**Run 1: nets reached from selected ports**

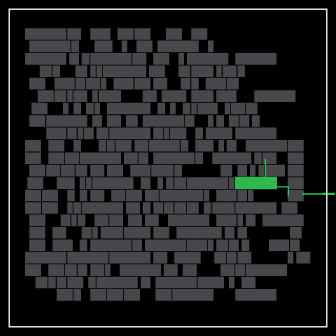
**Run 1: local utilization**

The die is cut into 7 by 7 equal tiles; black is low, pale yellow is high, 0 to 100% covered.
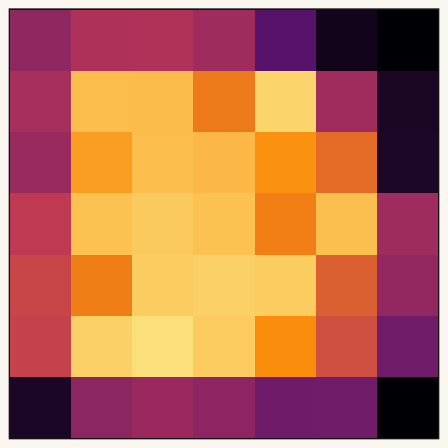
**Run 1: cell outlines without signal wires**

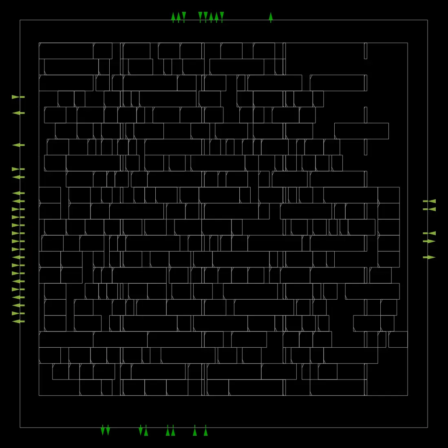
**Run 1: signal wires on met3**

The bar under the picture is 20 um long.
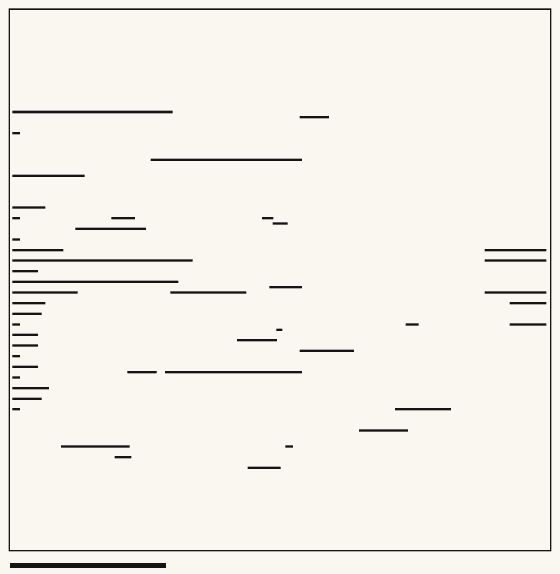
==> config.mk <==
export PLATFORM = sky130hd
export DESIGN_NAME = alarm_ctrl
export DESIGN_NICKNAME = d
export VERILOG_FILES = /design/src/rtl/alarm_ctrl.sv
export SDC_FILE = /design/constraint.sdc
export NUM_CORES = 1
export LEC_CHECK = 0
export ABC_CLOCK_PERIOD_IN_PS = 4019
export CORE_MARGIN = 3
export CORE_UTILIZATION = 55
export CTS_CLUSTER_SIZE = 14
export DETAILED_ROUTE_END_ITERATION = 8
export PLACE_DENSITY = 0.87
export SYNTH_ARGS = -nofsm -noshare
export SYNTH_HDL_FRONTEND = slang
export SYNTH_SLANG_ARGS = --single-unit
==> constraint.sdc <==
create_clock -name clk -period 4.02 [get_ports clk]
set_input_delay 1.005 -clock clk [delete_from_list [all_inputs] [get_ports clk]]
set_output_delay 1.005 -clock clk [all_outputs]
set_load 0.01 [all_outputs]
==> results.txt, run 1 <==
Implementation results. Logic gate share of total power landed at 32.5%. Pin count of the biggest net entering global routing landed at 25. The warning tally printed by Yosys for this design is 0.

According to the finish report, the design has a final net count of 289. Final critical-path setup slack landed at 1.41 ns. The most frequently used library cell after synthesis is sky130_fd_sc_hd__dfrtp_1. Among the stages of the critical path, the cell type that occurs most often is sky130_fd_sc_hd__a41oi_1. The longest clock path from root to sink contains 2 buffers. Clock latency reported for the late side of the worst-skew pair landed at 0.29 ns. Hold buffer count at cts landed at 0.

Number of buffers outside the clock class in the layout landed at 43. The flow ran to the end, and the final reports show no timing, DRC or antenna violations. Number of remaining DRC errors landed at 0. The timing report notes that buffer and inverter cells on the critical path total 1. Flip-flop and latch power landed at 0.535 mW. Worst reg-to-reg setup slack landed at 2.18 ns.

Met2 track demand over resource in global routing landed at 34.6%. Maximum level of the CTS H-tree landed at 2. Number of antenna violations at the first check in global routing landed at 0. In this run the full chip footprint comes out at 4780 um2. Per report_power, the Clock row totals 0.268 mW. Post-route fraction of the period consumed by the critical path landed at 65.0%.

The slowest stage of the critical path is the sky130_fd_sc_hd__clkdlybuf4s50_1 cell. Logic depth of the worst setup path including buffers landed at 6. In the routed layout, each cell is associated on average with a via count of 5.81.

Of all cell types, the one taking the most synthesized area is sky130_fd_sc_hd__dfrtp_1. The final timing report lists clock skew as 0.00367 ns. In the synthesized netlist the dominant register cell turns out to be sky130_fd_sc_hd__dfrtp_1. Part of the Yosys area used for sequential elements landed at 41.2%. The kind of cell with the highest combined delay along the critical path is AND-OR/OR-AND gates. In the detailed route, the total length drawn on met2 is 2.40 mm. Number of buffers created by CTS landed at 5. For this design the total switching power over the nets is 0.408 mW. At the worst endpoint, the arrival time is 2.77 ns. Counting pins that exceed their max-slew limit in the final report gives 0. The report shows a maximum critical-path fanout of 8. Worst slew slack as a fraction of its limit landed at 42.2%. After synthesis the netlist holds a flip-flop and latch count of 36. Met3 routed wirelength landed at 266 um. Area share of the largest cell type after synthesis landed at 37.6%. Setup violation total in the final timing report landed at 0. For the final routed database, the setup TNS stands at 0 ns.

Summed over all combinational cells, the power is 0.386 mW. The highest metal layer carrying signal wires in the routed design is met4. Clock network fraction of total power landed at 22.6%.

Yosys reported that registers with async set or reset make up 100%. Per the power-grid run, VDD falls by no more than 0.000359 V. Ratio of cells with drive above 1 in the final layout landed at 10.1%.
About 'nets reached from selected ports':
buzzer -> green  # bits 1, direction output, edge right, end cells 1, buffers 1, wire 16.1 um
Top-Level Pins: 44
tally of buffers added on design ports: 42

About 'local utilization':
densest ninth of the die = center
tiles over 75% full = 37%
mean over tiles = 56%
nearly empty tiles = 4.1%
FP Util: 58.6%
Finished Core Util: 73.2%

About 'cell outlines without signal wires':
filler cell count in the final layout: 283
Std-Cell Core Area: 3740 um2
fraction of area in registers: 33.0%
total number of sequential cells: 36
count of inserted tapcells: 48

About 'signal wires on met3':
nets with wire on the layer = 38
share of all routed wire = 5.6%
main direction = horizontal
longest straight run = 22.8 um
met3 routing resource usage after global routing: 7.14%
vias post-DR: 1771
detailed-route wire length: 4.77 mm

run 1: per-stage QoR:
step | hold slack [ns] | utilization, % | instance area (um2) | power, mW | std cells
floorplan | 0.415 | - | 2190 | 0.722 | 210
global placement | 0.440 | 70.8 | 2650 | 0.909 | 297
detailed placement | 0.437 | 70.8 | 2650 | 0.921 | 297
CTS | 0.447 | 73.2 | 2740 | 1.20 | 305
global route | 0.467 | 73.2 | 2740 | 1.26 | 305
finish | 0.441 | 73.2 | 2740 | 1.19 | 305
run 1: cell families after synthesis:
logic type	Yosys count	share of synthesized area [%]
simple gates	75	21.2
compound gates	44	15.8
flops	36	41.2
xor+xnor	28	12.2
buf+inv	15	3.31
fa+ha+maj	9	5.13
mux	2	1.03
other cells	1	0.171
==> run 1 -> run 2 <==
==> config.mk (replaced) <==
export PLATFORM = sky130hd
export DESIGN_NAME = alarm_ctrl
export DESIGN_NICKNAME = d
export VERILOG_FILES = /design/src/rtl/alarm_ctrl.sv
export SDC_FILE = /design/constraint.sdc
export NUM_CORES = 1
export LEC_CHECK = 0
export ABC_CLOCK_PERIOD_IN_PS = 2310
export CORE_MARGIN = 3
export CORE_UTILIZATION = 46
export CTS_CLUSTER_SIZE = 14
export DETAILED_ROUTE_END_ITERATION = 8
export PLACE_DENSITY = 0.77
export SYNTH_ARGS = -nofsm -noshare
export SYNTH_HDL_FRONTEND = slang
export SYNTH_SLANG_ARGS = --single-unit
==> constraint.sdc (replaced) <==
create_clock -name clk -period 2.31 [get_ports clk]
set_input_delay 0.5775 -clock clk [delete_from_list [all_inputs] [get_ports clk]]
set_output_delay 0.5775 -clock clk [all_outputs]
set_load 0.01 [all_outputs]
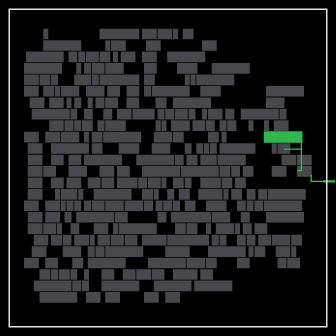
**Above:** run 2 (nets reached from selected ports).
buzzer -> green  # bits 1, direction output, edge right, end cells 1, buffers 1, wire 16.9 um

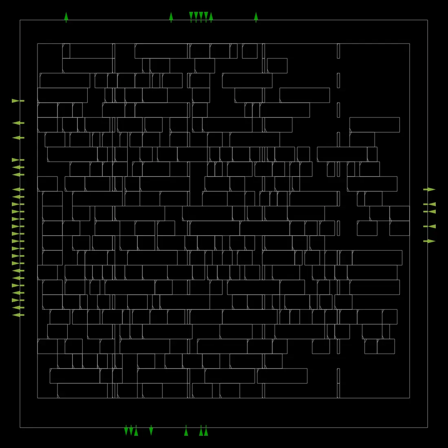
**Above:** run 2 (cell outlines without signal wires).
fraction of area in registers: 31.6%
count of non-filler cells in the finished layout: 321
count of inserted tapcells: 52

==> run 2 against run 1 <==
Final area rose by 4.3%. Sequential cell count is the same. Register-to-register slack got worse by 1.6 ns.
==> results.txt, run 2 <==
Implementation results. The script logs the mean routed wire length per placed instance as 14.4 um. The worst setup path is captured at a register. Part of the Yosys area used for sequential elements landed at 41.2%.

Per the timing report, the biggest fanout along the worst path comes to 4. The flow ran to the end, and the final reports show no timing, DRC or antenna violations. The area recorded from the Yosys report for this design is 2190 um2. OpenROAD reports that the post-layout worst path occupies 90.1% of the period.

The largest total area in the synthesized netlist belongs to sky130_fd_sc_hd__dfrtp_1. Final critical-path setup slack landed at 0.230 ns. The synthesis stats list as the most numerous cell sky130_fd_sc_hd__dfrtp_1. After detailed placement, the design holds a cell count of 313.

The final antenna diode tally reported by the flow is 0. Per the Yosys statistics, synthesis produced 210 cells. Of the post-synthesis cell area, the dominant cell type holds 37.6%. The number of buffers and inverters on the critical path is 1. Post-CTS setup repair buffer count landed at 0. Post-route antenna net violation count landed at 0. Achievable frequency landed at 481 MHz.

For this run the aggregate overflow at the end of global routing stands at 0. After detailed routing, the total wire length is 4.62 mm. According to the I/O placement log, the pin count is 44. Worst reg-to-reg setup slack landed at 0.60 ns. The synthesis run shows multiplexers occupying 1.03% of the cell area.

Via density per instance landed at 5.40. Minimum clock period landed at 2.08 ns. Maximum clock path buffer count landed at 2.

Number of remaining DRC errors landed at 0. The cell-mix breakdown from Yosys lists the adder-cell area share as 5.13%. The worst setup path is of the in -> reg kind.

The critical path runs through a total of 5 cells. The slowest stage of the critical path is the sky130_fd_sc_hd__o41ai_4 cell. The post-synth register bit count is 36. Synthesized instance count landed at 210. Final max-slew violation count landed at 0. Across the routed clock network, the largest skew measured is 0.0105 ns.

Tightest hold margin landed at 0.439 ns. During synthesis, Yosys emitted a total of 0 warnings. Overall power consumption landed at 2.11 mW.

The type recorded for the worst min-delay path is reg -> reg. Max-cap violation count landed at 0. Endpoint arrival time on the critical path landed at 2.25 ns.

After routing, the total negative slack on setup checks comes to 0 ns. Layout-stage area growth over the synthesis result landed at 30.3%. Total number of clock tree sinks landed at 36.

Yosys attributes the largest share of cell area to sky130_fd_sc_hd__dfrtp_1 38%, sky130_fd_sc_hd__xor2_1 6.8%, sky130_fd_sc_hd__ha_1 5.1%. TritonCTS built the clock tree. STA shows the worst reg2reg path with a cell count of 5. XOR/XNOR share of the synthesized area landed at 12.2%. Worst IR drop on VDD landed at 0.000629 V. Input and output buffers added on the ports amount to 42.

In this design, the largest share of critical-path delay is due to AND-OR/OR-AND gates. Net count of the finished layout landed at 301. The number of antenna violations at the first check in global routing is 0. For reference, the top cells by count after synthesis are 33 x sky130_fd_sc_hd__dfrtp_1, 17 x sky130_fd_sc_hd__xor2_1, 11 x sky130_fd_sc_hd__inv_1, 11 x sky130_fd_sc_hd__nand2_1. According to the floorplan report, the total die area is 5640 um2. Total non-filler cell area in the finished layout landed at 2860 um2. In the layout the commonest cells are 42 x sky130_fd_sc_hd__clkdlybuf4s50_1, 33 x sky130_fd_sc_hd__dfrtp_1, 17 x sky130_fd_sc_hd__xor2_1. Area fraction in compound gates after synthesis landed at 15.8%. Ratio of total power to cell area landed at 739 nW/um2. Delay of the slowest cell on the worst path landed at 0.50 ns. Clock latency reported for the late side of the worst-skew pair landed at 0.28 ns. After Yosys synthesis, and, or, nand and nor cells account for 21.2% of the synthesized area. The most used flip-flop cell after synthesis is sky130_fd_sc_hd__dfrtp_1. The first global-routing pass estimated 7.62 mm of wire.

The cell sequence reported for the critical path is clkdlybuf4s50_1 > xor2_2 > o41ai_4 > nor2_2 > a2111oi_2. Ratio of cells with drive above 1 in the final layout landed at 15.2%. Setup repair after global routing left no endpoint under its margin. The sequential cells in the finished layout cover a total of 905 um2. Pin count of the biggest net entering global routing landed at 37. STA classifies the critical path startpoint as an input pin. Standby leakage power landed at 1.20 nW. Pre-CTS setup slack landed at -0.0953 ns.

Total tool warning count landed at 30. From the final report, the count of setup violators was given as 0. Filler cell count landed at 368.

In the placement report, post-DP HPWL is listed as 3.52 mm. Post-detailed-placement cell area landed at 2750 um2. Maximum level of the CTS H-tree landed at 2. Of all flip-flops after synthesis, the portion carrying an async set or reset was 100%. Yosys shows that the main logic family after synthesis is simple AND/OR/NAND/NOR gates. The routed layout has 1733 vias. Number of violations reported at the end of detailed-routing iteration 0 landed at 85. Last weighted congestion value of the routability-driven placer landed at 0.822. The number of global-route vias before repair is 1606. Count of flip-flops with a built-in enable after synthesis landed at 0. In this run the vertical extent of the chip is 75.1 um.

TritonCTS created 5 clock buffers. The cell area that synthesis handed to floorplanning was 2190 um2. Leaving out fill and tap cells, the most frequent cell in the layout is sky130_fd_sc_hd__clkdlybuf4s50_1.
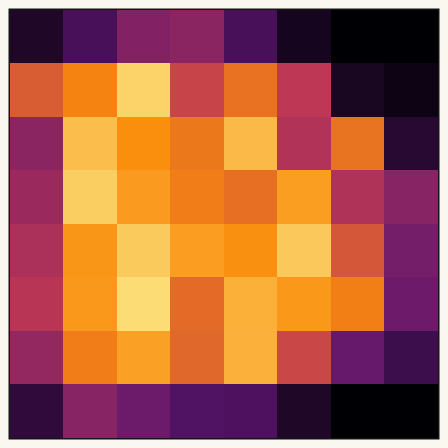
**Above:** run 2 (local utilization).
The die is cut into 8 by 8 equal tiles; black is low, pale yellow is high, 0 to 100% covered.
fullest tile = 92%
nearly empty tiles = 6.2%
mean over tiles = 50%
densest ninth of the die = center
tiles over 75% full = 28%
FP Util: 49.0%
Std-Cell Core Area: 4470 um2
Finished Core Util: 63.9%

-- run 2: area by class of cell --
cell class,count,share of cell area [%]
multi-input cells,159,43.0
flip-flops and latches,36,31.6
repair buffers,55,18.1
clock buffers,8,3.50
well taps,52,2.28
inverters,11,1.44
-- run 2: layer usage --
metal / track usage [%] / part of all wire, %
met3: 4.27 / 5.0
met4: 3.75 / 0.67
met2: 28.0 / 48
met5: 0 / 0
met1: 24.5 / 46
-- run 2: report_power, final --
| group | switching [mW] | internal (mW) |
|---|---|---|
| sequential | 0.185 | 0.745 |
| clock | 0.217 | 0.272 |
| combinational | 0.296 | 0.399 |
| total | 0.698 | 1.42 |
-- run 2: what timing repair did --
item / in CTS / in global routing
hold buffers: 0 / 0
endpoints found under the hold margin: 0 / 0
endpoints found under the setup margin: 0 / 1
gates resized: 0 / 2
No activity file was given, so power comes from the tool's default toggle rates.
